==> src/rtl/pending_priority_encoder.sv <==
// Registered pending-request priority encoder with fixed or round-robin selection.
// Define PENC_OVERFLOW_EN to enable the sticky lost-request overflow flag.
module pending_priority_encoder #(
    parameter int N     = 16,
    parameter int IDX_W = 4
) (
    input  logic             clk,
    input  logic             rst,
    input  logic [N-1:0]     req_i,
    input  logic             rr_mode,
    input  logic             out_ready,
    output logic             out_valid,
    output logic [IDX_W-1:0] out_idx,
    output logic [N-1:0]     pending,
    output logic             any_pending,
    input  logic             ovf_clr,
    output logic             overflow
);

    logic [N-1:0]     pending_q, pending_d;
    logic             out_valid_q, out_valid_d;
    logic [IDX_W-1:0] out_idx_q, out_idx_d;
    logic [IDX_W-1:0] ptr_q, ptr_d;
    logic             overflow_q, overflow_d;

    logic [IDX_W-1:0] fixed_idx;
    logic [IDX_W-1:0] rr_lower_idx, rr_upper_idx, rr_idx;
    logic             rr_lower_found;
    logic [IDX_W-1:0] sel_idx;
    logic             out_free;
    logic             load;
    logic [N-1:0]     take;

    always_comb begin
        fixed_idx = '0;
        for (int i = 0; i < N; i++) begin
            if (pending_q[i]) begin
                fixed_idx = IDX_W'(i);
            end
        end
    end

    // Round-robin walks down from ptr-1 and wraps: first the channels below ptr,
    // otherwise the highest pending channel at or above ptr.
    always_comb begin
        rr_lower_idx   = '0;
        rr_lower_found = 1'b0;
        rr_upper_idx   = '0;
        for (int i = 0; i < N; i++) begin
            if (pending_q[i]) begin
                if (IDX_W'(i) < ptr_q) begin
                    rr_lower_idx   = IDX_W'(i);
                    rr_lower_found = 1'b1;
                end else begin
                    rr_upper_idx = IDX_W'(i);
                end
            end
        end
        rr_idx = rr_lower_found ? rr_lower_idx : rr_upper_idx;
    end

    always_comb begin
        sel_idx     = rr_mode ? rr_idx : fixed_idx;
        out_free    = !out_valid_q || out_ready;
        load        = out_free && (pending_q != '0);
        take        = '0;
        out_valid_d = out_valid_q;
        out_idx_d   = out_idx_q;
        ptr_d       = ptr_q;
        if (load) begin
            take[sel_idx] = 1'b1;
            out_idx_d     = sel_idx;
            ptr_d         = sel_idx;
        end
        if (out_free) begin
            out_valid_d = load;
        end
        // A fresh request on the channel being taken keeps it pending.
        pending_d = (pending_q & ~take) | req_i;
    end

`ifdef PENC_OVERFLOW_EN
    always_comb begin
        overflow_d = overflow_q;
        if (ovf_clr) begin
            overflow_d = 1'b0;
        end
        if ((req_i & pending_q & ~take) != '0) begin
            overflow_d = 1'b1;
        end
    end
`else
    logic unused_ovf_clr;
    assign unused_ovf_clr = ovf_clr;

    always_comb begin
        overflow_d = 1'b0;
    end
`endif

    always_ff @(posedge clk or posedge rst) begin
        if (rst) begin
            pending_q   <= '0;
            out_valid_q <= 1'b0;
            out_idx_q   <= '0;
            ptr_q       <= '0;
            overflow_q  <= 1'b0;
        end else begin
            pending_q   <= pending_d;
            out_valid_q <= out_valid_d;
            out_idx_q   <= out_idx_d;
            ptr_q       <= ptr_d;
            overflow_q  <= overflow_d;
        end
    end

    assign out_valid   = out_valid_q;
    assign out_idx     = out_idx_q;
    assign pending     = pending_q;
    assign any_pending = |pending_q;
    assign overflow    = overflow_q;

endmodule
==> config.mk <==
export PLATFORM = sky130hd
export DESIGN_NAME = pending_priority_encoder
export DESIGN_NICKNAME = d
export VERILOG_FILES = /design/src/rtl/pending_priority_encoder.sv
export SDC_FILE = /design/constraint.sdc
export NUM_CORES = 1
export LEC_CHECK = 0
export ABC_AREA = 0
export ABC_CLOCK_PERIOD_IN_PS = 2300
export CAP_MARGIN = 20
export CELL_PAD_IN_SITES_DETAIL_PLACEMENT = 1
export CELL_PAD_IN_SITES_GLOBAL_PLACEMENT = 2
export CORE_MARGIN = 3
export CORE_UTILIZATION = 26
export DETAILED_ROUTE_END_ITERATION = 8
export GPL_TIMING_DRIVEN = 0
export PLACE_DENSITY_LB_ADDON = 0.1
export RECOVER_POWER = 50
export SLEW_MARGIN = 10
export SYNTH_ARGS = -nofsm -noshare
export SYNTH_HDL_FRONTEND = slang
export SYNTH_SLANG_ARGS = --single-unit
==> constraint.sdc <==
create_clock -name clk -period 2.3 [get_ports clk]
set_clock_uncertainty 0.1 [all_clocks]
set_input_delay 0.69 -clock clk [delete_from_list [all_inputs] [get_ports clk]]
set_output_delay 0.69 -clock clk [all_outputs]
set_load 0.05 [all_outputs]
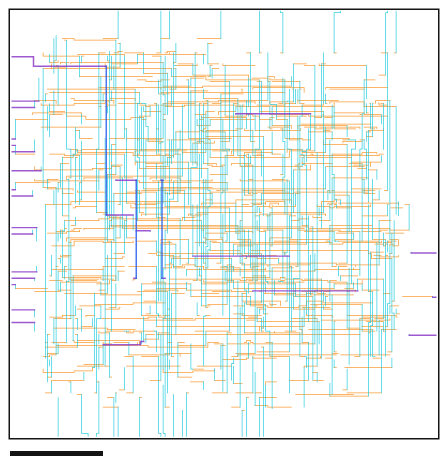
Fig. 1. Metal layers overlaid.
Bar = 20 um.
Cyan shows M2, wire length 4,050 um. Purple shows M3, wire length 175 um. Blue shows M4, wire length 74.1 um. Orange shows M1, wire length 3,770 um.
routed length per placed instance: 19.54 um
global router's overall resource usage: 19.20%
routed via count: 2,238
Final Routed Wirelength: 8068 um

==> ci_impl_report.md <==
### Yosys + OpenROAD results

| Metric | Value |
|---|---|
| Chain of cells forming the critical path | `or2_4, or3_4, or4b_4, buf_6` |
| Number of buffers added to fix hold violations after cts | `0` |
| Cell area after layout | `just over 0.003 mm2` |
| Inserted Clock Buffers | `3` |
| Data arrival time at the worst-slack endpoint | `around 2.0 ns` |
| Ys cells | `roughly 250` |
| Clock latency at the later pin of the worst-skew pair | `0.26 ns` |
| Sequential fraction of the synthesis area | `between 20% and 30%` |
| Combinational Gates | `between 150 and 200` |
| Beginning of the worst hold path | `out_valid` |
| Warnings, synthesis | `0` |
| Final design utilization | `a little over two fifths` |
| Instance count of the mapped netlist | `approximately 250` |
| Final setup viols | `21` |
| Worst-case setup margin in the final layout | `-0.4494 ns` |
| Comb/total area | `between 40% and 50%` |
| Number of antenna violations at the first check in global routing | `0` |
| Worst path depth | `4` |
| Buffers and inverters on the worst path | `1` |
| Power dissipated by switching net loads | `between 0.9 and 1 mW` |
| Worst Hold Class | `reg2reg` |
| Number of cells on the worst reg-to-reg path | `10` |
| Maximum number of pins on one net before global-route repair | `22` |
| Plain + repair buffers | `87` |
| Endpoint of the worst hold-timing path | `out_valid` |
| Layout Area Growth over Synthesis | `58.69%` |
| Nonclk inv count | `13` |
| Clock Buffer Count | `4` |
| Top cells by area | `sky130_fd_sc_hd__dfrtp_1, sky130_fd_sc_hd__nor2_1, sky130_fd_sc_hd__a31oi_1, sky130_fd_sc_hd__nor3_1, sky130_fd_sc_hd__a21oi_1` |
| Worst Setup End Kind | `primary output` |
| Reg clk slew, reported paths | `about 0.08 ns` |
| Share of total power in combinational logic | `65.4%` |
| Top cell area share | `a little over a quarter` |
| Peak supply drop | `~280 uV` |
| Net count after synthesis | `around 270` |
| Multiplexer share | `under 10%` |
| Most frequently used flop master after synthesis | `sky130_fd_sc_hd__dfrtp_1` |
| Net switching share of the total power | `between 40% and 50%` |
| Avg Vias per Cell | `approximately 5.4` |
| Placed Instances | `approximately 380` |
| Adders+Majority by Area | `0%` |
| Launching element type of the critical path | `flip-flop` |
| Total area of multi-input combinational cells | `approximately 0.0015 mm2` |
| Leading cell type by number of instances after synthesis | `sky130_fd_sc_hd__nor2_1` |
| DIE AREA | `0.008465 mm2` |
| Post-route insts no fill | `between 400 and 500` |
| Final worst path period need | `between 2 and 3 ns` |
| Global-route wire length before repair | `between 10,000 and 15,000 um` |
| Rel. slew slack | `a little over two fifths` |
| Achievable clock frequency | `around 0.36 GHz` |
| Slew at the pin closest to its max-slew limit | `around 0.85 ns` |
| Antenna diode instance count | `0` |
| Post-Route Hold Slack | `0.4824 ns` |
| Hold violation total from the final report | `0` |
| Total Power | `approximately 2.1 mW` |
| Routability Congestion | `roughly 0.85` |
| Total Neg Setup Slack | `-6.735 ns` |
| Synthesized-area fraction occupied by ao, oa, aoi and oai cells | `36.24%` |
| Post-synth tally of flip-flops with integrated enable | `0` |
| Crit path max fanout | `2` |
| Net total in the final layout | `339` |
| Family of cells with the greatest summed delay on the critical path | `simple AND/OR/NAND/NOR gates` |
| Fraction of synthesized cell area in xor and xnor cells | `0%` |
| DRC violation total after the first TritonRoute iteration | `75` |
| Die width | `92.01 um` |
| Min-Delay Path Depth | `1` |
| Top cells by instance count after synthesis | `sky130_fd_sc_hd__nor2_1, sky130_fd_sc_hd__dfrtp_1, sky130_fd_sc_hd__nor3_1` |
| Worst flop-to-flop path endpoint | `pending[12]` |
| Internal | `~1.1 mW` |
| Clock share of power | `12.1%` |
| Endpoint of the most critical setup path | `any_pending` |
| Cell class with the largest area share | `logic gates` |
| Post-Place Cell Area | `roughly 0.0025 mm2` |
| Post-route clock period utilization | `119.5%` |
| Count of cells resized by post-cts repair | `~94` |
| MaxCap Viol Count | `0` |
| Number of library cell types mapped by synthesis | `65` |
| Main logic family after synthesis | `AND-OR/OR-AND gates` |
| Area inside the core boundary | `0.006982 mm2` |
| Post-CTS Setup Inserts | `24` |
| Filler instances | `849` |
| Setup slack after placement | `-0.8927 ns` |
| Max clock buf depth | `2` |
| Count of inserted tapcells | `around 96` |
| Leakage dissipation | `between 1 and 1.5 nW` |
| Reg2reg setup slack | `-0.41 ns` |
| Maximum level of the CTS H-tree | `1` |
| Clock network area share | `1.476%` |
| Clock tree from TritonCTS | `yes` |
| Failing checks | `negative setup slack` |
| Simple-gate portion of the synthesized area | `between 20% and 30%` |
| Mean instance size in the synthesized netlist | `between 7 and 8 um2` |
| I/O pin total | `44` |
| Non-Clock Buffer Area Fraction | `a little over a quarter` |
| Warning total across the stage logs | `30` |
| Reg-to-reg startpoint | `pending[7]` |
| Register share of total power | `around 22%` |
| Post-synthesis cell area | `between 0.0015 and 0.002 mm2` |
| CTS Sinks | `21` |
| Total power divided by cell area | `678.7 mW/mm2` |
| Total number of placement rows | `30` |
| Largest area contributor in the synthesized netlist | `sky130_fd_sc_hd__dfrtp_1` |
| Delay of the slowest cell on the worst path | `~0.54 ns` |
| Status | `finished with violations` |
| Remaining Overflow, GRT | `0` |
| Critical path required time | `approximately 1.5 ns` |
| Worst setup path start | `pending[7]` |
| Commonest non-fill, non-tap cells in the layout | `sky130_fd_sc_hd__nor2_1, sky130_fd_sc_hd__buf_4, sky130_fd_sc_hd__clkdlybuf4s50_1` |
| Synth async-reset ratio | `100.0%` |
| Max Slew Vio Count | `0` |
| Number of detailed-route iterations in the first pass | `4` |
| Estimated wirelength of the detail-placed design | `between 5000 and 6000 um` |
| Cell type of the slowest stage on the worst timing path | `sky130_fd_sc_hd__or4b_4` |
| Detail Route Antenna Nets | `0` |
| Clk root buf | `sky130_fd_sc_hd__clkbuf_8` |
| Chip area in the Yosys report | `0.001923 mm2` |
| Number of global-route vias before repair | `around 2.3k` |
| Flip-flops | `21` |
| Fp util | `between 20% and 30%` |
| Flip-flop and latch count after synthesis | `21` |
| RSZ-0062 raised after global routing | `yes` |
| Most frequent logic cell in the layout | `sky130_fd_sc_hd__nor2_1` |
| Layout cells sized above 1 | `a little under two fifths` |
| Sequential share of cell area | `about 18%` |
| Worst setup path category | `reg2out` |
| Seq. cell area | `539.3 um2` |
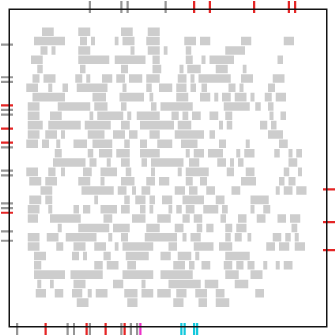
Fig. 2. I/O pins on the die edge.
Pins as bars across the die edge, other pins in grey.
Red shows `pending`, pins 16, direction output, edge 5 north, 4 south, 4 west, 3 east. Cyan shows `out_idx`, pins 4, direction output, edge south. Magenta shows `out_ready`, pins 1, direction input, edge south.
count of input and output buffers: 40
overall die height: 92.01 um

[power by group through the flow]
stage                     Sequential (mW)  Clock [mW]  Combinational [mW]
after floorplan                     0.574           0               0.603
after global placement              0.471           0                1.04
after detailed placement            0.470           0                1.04
after CTS                           0.463       0.259                1.34
after global routing                0.473       0.276                1.45
final                               0.465       0.251                1.36
[layer usage]
| layer | part of all wire, % | vias up | GRT usage, % |
|---|---|---|---|
| li1 | - | 1070 | - |
| met1 | 47 | 1128 | 25.86 |
| met2 | 50 | 33 | 33.64 |
| met3 | 2.2 | 7 | 1.148 |
| met4 | 0.92 | 0 | 4.332 |
| met5 | 0 | - | 0 |
[sequential cells by signal, summed over array words and instances, names as in the netlist]
register   count
out_valid      1
pending       16
ptr_q          4
No activity file was given, so power comes from the tool's default toggle rates.
